--- src/rtl/rumble_pkg.sv ---
// Shared types and helpers for the rumble controller.
// Holds the FSM state encoding, the strength codes and the PWM duty lookup.
// No ports; imported by rumble_debounce and rumble_ctrl.
package rumble_pkg;

  typedef enum logic [1:0] {
    IDLE     = 2'd0,
    ON       = 2'd1,
    HOLD     = 2'd2,
    COOLDOWN = 2'd3
  } state_t;

  localparam logic [1:0] STR_OFF = 2'd0;
  localparam logic [1:0] STR_25  = 2'd1;
  localparam logic [1:0] STR_50  = 2'd2;
  localparam logic [1:0] STR_100 = 2'd3;

  // Number of 1/16 PWM steps per frame during which the motor is driven.
  function automatic logic [4:0] duty_threshold(input logic [1:0] strength);
    logic [4:0] thr;
    case (strength)
      STR_25:  thr = 5'd4;
      STR_50:  thr = 5'd8;
      STR_100: thr = 5'd16;
      default: thr = 5'd0;
    endcase
    return thr;
  endfunction

endpackage

--- src/rtl/rumble_debounce.sv ---
// Motor request conditioner: 2-flop synchroniser followed by a tick-based stable filter.
// Ports: clk_74a, reset (sync, active-high), tick (1 ms strobe), motor_req (async raw) -> req_f.
// Latency: 2 cycles into req_s, then DEBOUNCE_MS consecutive differing ticks before req_f follows.
module rumble_debounce #(
  parameter int DEBOUNCE_MS = 2
) (
  input  logic clk_74a,
  input  logic reset,
  input  logic tick,
  input  logic motor_req,
  output logic req_f
);

  localparam int CW = $clog2(DEBOUNCE_MS + 1);

  logic          req_m;
  logic          req_s;
  logic [CW-1:0] stable_cnt;

  always_ff @(posedge clk_74a) begin
    if (reset) begin
      req_m      <= 1'b0;
      req_s      <= 1'b0;
      req_f      <= 1'b0;
      stable_cnt <= '0;
    end else begin
      req_m <= motor_req;
      req_s <= req_m;
      // Any return to agreement restarts the count, so a bounce never accumulates.
      if (req_s == req_f) begin
        stable_cnt <= '0;
      end else if (tick) begin
        if (stable_cnt == CW'(DEBOUNCE_MS - 1)) begin
          req_f      <= req_s;
          stable_cnt <= '0;
        end else begin
          stable_cnt <= stable_cnt + CW'(1);
        end
      end
    end
  end

endmodule

--- src/rtl/rumble_ctrl.sv ---
// Rumble motor policy: debounced request, min-on / max-on / cooldown FSM, strength PWM.
// Ports: clk_74a, reset, motor_req (async), enable, strength[1:0] -> active, busy, timeout.
// Latency: req_f rise to active rise is 2 cycles; enable/strength drop gates active in 0 cycles.
module rumble_ctrl
  import rumble_pkg::*;
#(
  parameter int PRESCALE    = 74250,
  parameter int DEBOUNCE_MS = 2,
  parameter int MIN_ON_MS   = 20,
  parameter int MAX_ON_MS   = 3000,
  parameter int COOLDOWN_MS = 500,
  parameter int PWM_DIV     = 4640
) (
  input  logic       clk_74a,
  input  logic       reset,
  input  logic       motor_req,
  input  logic       enable,
  input  logic [1:0] strength,
  output logic       active,
  output logic       busy,
  output logic       timeout
);

  localparam int PW = $clog2(PRESCALE + 1);
  localparam int DW = $clog2(PWM_DIV + 1);
  localparam int OW = $clog2(MAX_ON_MS + 1);
  localparam int CW = $clog2(COOLDOWN_MS + 1);

  logic [PW-1:0] pre_cnt;
  logic          tick;
  logic [DW-1:0] div_cnt;
  logic [3:0]    pwm_pos;
  logic          pwm_on;
  logic          req_f;
  logic          gate;

  state_t        state, state_n;
  logic [OW-1:0] on_cnt, on_cnt_n, on_inc;
  logic [CW-1:0] cd_cnt, cd_cnt_n, cd_inc;
  logic          timeout_r, timeout_n;
  logic          active_r;
  logic          busy_r;

  assign tick   = (pre_cnt == PW'(PRESCALE - 1));
  assign gate   = enable & (strength != STR_OFF);
  assign pwm_on = ({1'b0, pwm_pos} < duty_threshold(strength)) | (strength == STR_100);
  assign on_inc = on_cnt + OW'(tick);
  assign cd_inc = cd_cnt + CW'(tick);

  rumble_debounce #(
    .DEBOUNCE_MS(DEBOUNCE_MS)
  ) u_debounce (
    .clk_74a  (clk_74a),
    .reset    (reset),
    .tick     (tick),
    .motor_req(motor_req),
    .req_f    (req_f)
  );

  // ms prescaler and free-running PWM position; neither is tied to FSM state.
  always_ff @(posedge clk_74a) begin
    if (reset) begin
      pre_cnt <= '0;
      div_cnt <= '0;
      pwm_pos <= '0;
    end else begin
      pre_cnt <= tick ? '0 : pre_cnt + PW'(1);
      if (div_cnt == DW'(PWM_DIV - 1)) begin
        div_cnt <= '0;
        pwm_pos <= pwm_pos + 4'd1;
      end else begin
        div_cnt <= div_cnt + DW'(1);
      end
    end
  end

  always_comb begin
    state_n   = state;
    on_cnt_n  = on_cnt;
    cd_cnt_n  = cd_cnt;
    timeout_n = timeout_r;
    if (!gate) begin
      state_n   = IDLE;
      on_cnt_n  = '0;
      cd_cnt_n  = '0;
      timeout_n = 1'b0;
    end else begin
      case (state)
        IDLE: begin
          if (req_f) begin
            state_n  = ON;
            on_cnt_n = '0;
          end
        end
        ON: begin
          on_cnt_n = on_inc;
          // Timeout is tested first so it beats a simultaneous request drop.
          if (on_inc == OW'(MAX_ON_MS)) begin
            state_n   = COOLDOWN;
            timeout_n = 1'b1;
            cd_cnt_n  = '0;
          end else if (!req_f && (on_inc >= OW'(MIN_ON_MS))) begin
            state_n = IDLE;
          end else if (!req_f) begin
            state_n = HOLD;
          end
        end
        HOLD: begin
          on_cnt_n = on_inc;
          if (on_inc >= OW'(MIN_ON_MS)) begin
            state_n = IDLE;
          end else if (req_f) begin
            state_n = ON;
          end
        end
        COOLDOWN: begin
          cd_cnt_n = cd_inc;
          if (cd_inc == CW'(COOLDOWN_MS)) begin
            state_n  = IDLE;
            cd_cnt_n = '0;
          end
        end
        default: state_n = IDLE;
      endcase
    end
  end

  always_ff @(posedge clk_74a) begin
    if (reset) begin
      state     <= IDLE;
      on_cnt    <= '0;
      cd_cnt    <= '0;
      timeout_r <= 1'b0;
      active_r  <= 1'b0;
      busy_r    <= 1'b0;
    end else begin
      state     <= state_n;
      on_cnt    <= on_cnt_n;
      cd_cnt    <= cd_cnt_n;
      timeout_r <= timeout_n;
      active_r  <= ((state == ON) || (state == HOLD)) & pwm_on & gate;
      busy_r    <= (state == ON) || (state == HOLD);
    end
  end

  // Re-gating after the register lets a user disable cut the motor immediately.
  assign active  = active_r & gate;
  assign busy    = busy_r;
  assign timeout = timeout_r;

endmodule

--- config.mk ---
export PLATFORM = sky130hd
export DESIGN_NAME = rumble_ctrl
export DESIGN_NICKNAME = d
export VERILOG_FILES = /design/src/rtl/rumble_pkg.sv /design/src/rtl/rumble_debounce.sv /design/src/rtl/rumble_ctrl.sv
export SDC_FILE = /design/constraint.sdc
export NUM_CORES = 1
export LEC_CHECK = 0
export CORE_MARGIN = 5
export CORE_UTILIZATION = 50
export CTS_BUF_LIST = sky130_fd_sc_hd__clkbuf_4 sky130_fd_sc_hd__clkbuf_8 sky130_fd_sc_hd__clkbuf_16
export DETAILED_ROUTE_END_ITERATION = 6
export PLACE_DENSITY = 0.74
export SLEW_MARGIN = 20
export SYNTH_ARGS = -nofsm -noshare
export SYNTH_HDL_FRONTEND = slang
export SYNTH_SLANG_ARGS = --single-unit
export TNS_END_PERCENT = 1
--- constraint.sdc ---
create_clock -name clk_74a -period 9.3 [get_ports clk_74a]
set_clock_uncertainty 0.15 [all_clocks]
set_input_delay 1.86 -clock clk_74a [delete_from_list [all_inputs] [get_ports clk_74a]]
set_output_delay 1.86 -clock clk_74a [all_outputs]
set_load 0.03 [all_outputs]
Fig. 1: the metal 1 layer
Supply wires on this layer in gray.
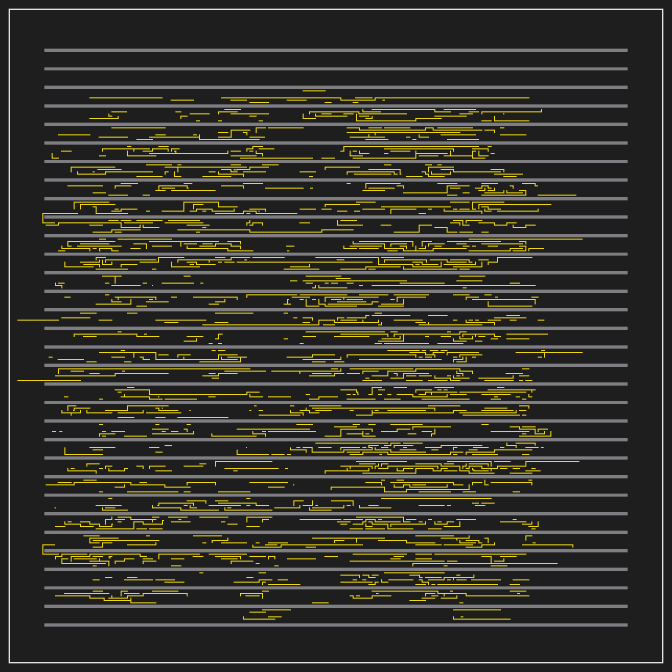
longest straight run: 28.1 microns
nets with wire on the layer: 432
main direction: horizontal
share of all routed wire: 48%
wire length on this layer: 3530 microns
global-route met1 utilization: 22.2%
final WL: 7320 microns
number of vias after detailed routing: 3092

==> reports/metrics.cfg <==
[status]
run_status=finished clean

[floorplanning]
design.portCount=9
floorplan.die.height_microns=95.7
fp_util_pct=50.9

[logic_synthesis]
synthesis.area_sq_mm=0.00367
asyncSetResetFlopFracSynth_pct=0
netlist.top_cell.by_instances=dfxtp_1
ys_cells=443
synth_chip_area_sq_mm=0.00367
netlist-cell-type-count=67
topCellsByArea=dfxtp_1 (35%), nor2_1 (6.4%), xor2_1 (5.7%)
netlist_logic_family_top=simple AND/OR/NAND/NOR gates
avgSynthCellArea_sq_um=8.28
synth-seq-cells=65
synthesized_area_fraction_occupied_by_ao_oa_aoi_and_oai_cells_pct=17.1
library_cell_with_the_largest_summed_area_after_synthesis=dfxtp_1
synthAdderAreaFrac_pct=4.43
synth.yosys.warnings=0
leading_register_cell_type_out_of_synthesis=dfxtp_1
ys_sh_simple_pct=29.7
yosysSeqAreaShare_pct=35.5
top_area_share_pct=35.5
synth.cells.most_frequent=dfxtp_1 (65), nor2_1 (63), nand2_1 (35)

[worst_setup_path]
critPathRequiredTime_ns=7.29
crit_slowest_cell=clkdlybuf4s50_1
startpoint=strength[0]
total_stage_count_of_the_critical_path=4
path_buffers=2
cp-end-kind=primary output
worstPathArrival_ns=3.43
critical_path_peak_fanout=4
critical_path.max_stage_delay_ns=0.70
crit-reg2reg-launch=pre_cnt[1]$_SDFF_PP0_
worst-r2r-setup-slack_ns=5.43
r2r_end=state[0]$_SDFFE_PP0P_
criticalPathCategory=in -> out
cp_top_family=buffers and inverters
crit_path_cells=clkdlybuf4s50_1 > o21ai_0 > nor2_1 > clkdlybuf4s50_1
cp-endpoint=active
critPathLaunchType=input pin

[final_timing]
final_min_period_over_clock_period_pct=58.5
unrepaired_setup_endpoints_after_global_routing=no
setup_violations=0
worstMarginPinSlew_ns=0.707
fmaxAchievable_mhz=184
hold_ws_ns=0.302
finalCriticalPeriod_ns=5.44
timing.final.ws_setup_ns=3.86

[placement]
post-dp-hpwl_microns=5070
portBuffers=8
globalplace.congestion=0.888
placed_area_sq_mm=0.00377

[finish]
number_of_standard_cells_in_the_final_layout_excluding_fillers=541
reg_top3=pre_cnt: 17 flops, div_cnt: 13 flops, on_cnt: 12 flops
most-common-layout-cells=dfxtp_1 (65), nor2_1 (63), nand2_1 (35), nand3_1 (30), xor2_1 (24)
antenna_cells_inserted=0
top_register=pre_cnt
design.final.nets=456
drive_gt1_share_pct=7.24
largest_register_ffs=17

[cts]
cts_hold_buffers=0
cts_tree=yes
cts_htree_levels=3
post_cts_resize_count=0
clock_sink_count=65
cts_root_buffer=clkbuf_8
cts_setup_buffers=0
max-clock-path-buffers=2
worstSkewPairLatency_ns=0.33

[pwr]
clock_network_power_mw=0.276
switching_power_mw=0.111
seq-power_mw=0.284
power.share.switching_pct=19.5
power_frac_seq_pct=49.5
p_int_mw=0.461
power.static_leakage_nw=1.43
power-top-group=sequential cells
totalPowerFinal_mw=0.573
power_frac_comb_pct=2.3
powerDensity_mw_per_mm2=143

[run]
maxCapViolations=0
warning_count=30

[hold_path]
worstHoldPathType=reg -> reg
timing.hold.worst_path_depth=1
worstHoldStart=u_debounce.req_m$_SDFF_PP0_
min_delay_worst_endpoint=u_debounce.req_s$_SDFF_PP0_

[detailed_routing]
first_pass_iters=4
detail-route-antenna-nets=0
remaining_drc_errors=0
viasPerCell=5.72

[global_routing]
grt_overflow=0
initial_antenna_violation_count=0
largest_net_degree_at_the_start_of_global_routing=23

Fig. 2: cells colored by class
Scale bar: 20 microns. Fill, decap, tap and diode cells in gray.
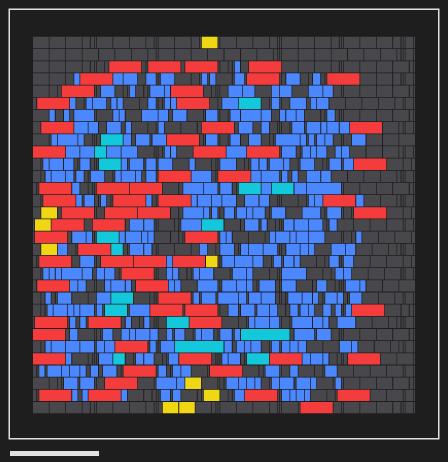
| class | color | cells | share of their area |
|---|---|---|---|
| combinational and other logic | blue | 352 | 58% |
| clock drivers and dummy loads | cyan | 16 | 6.0% |
| other buffers and delay cells | yellow | 9 | 2.3% |
| flops | red | 65 | 34% |
fraction of the core area covered by cells at the end of the flow: 55.4%
proportion of cell area occupied by registers: 32.5%
standard cell core area: 0.00721 sq mm
row count: 31
final design area excluding fillers: 0.00400 sq mm

final cells by class:
type	count	area [sq um]	area share (%)
flip-flops and latches	65	1300	32.5
repair buffers	9	87.6	2.19
well taps	99	124	3.10
clock buffers	14	174	4.35
clock inverters	2	60.1	1.50
multi-input cells	340	2210	55.2
inverters	12	45.0	1.13
layer usage:
metal | global-route usage [%] | vias to the layer above | routed length [microns]
li1 | - | 1594 | -
met1 | 22.2 | 1443 | 3530
met2 | 28.3 | 46 | 3440
met3 | 3.87 | 9 | 255
met4 | 5.92 | 0 | 91
met5 | 0 | - | 0
cells by family (layout without fill, tap and decap cells):
logic type                 Yosys count  count (layout)
adders and majority gates           13              13
DFF                                 65              65
muxes                                2               2
buffers and inverters               38              37
xor gates and xnor gates            35              35
AOI/OAI and AO/OA                   83              83
and+or+nand+nor                    207             207
No activity file was given, so power comes from the tool's default toggle rates.
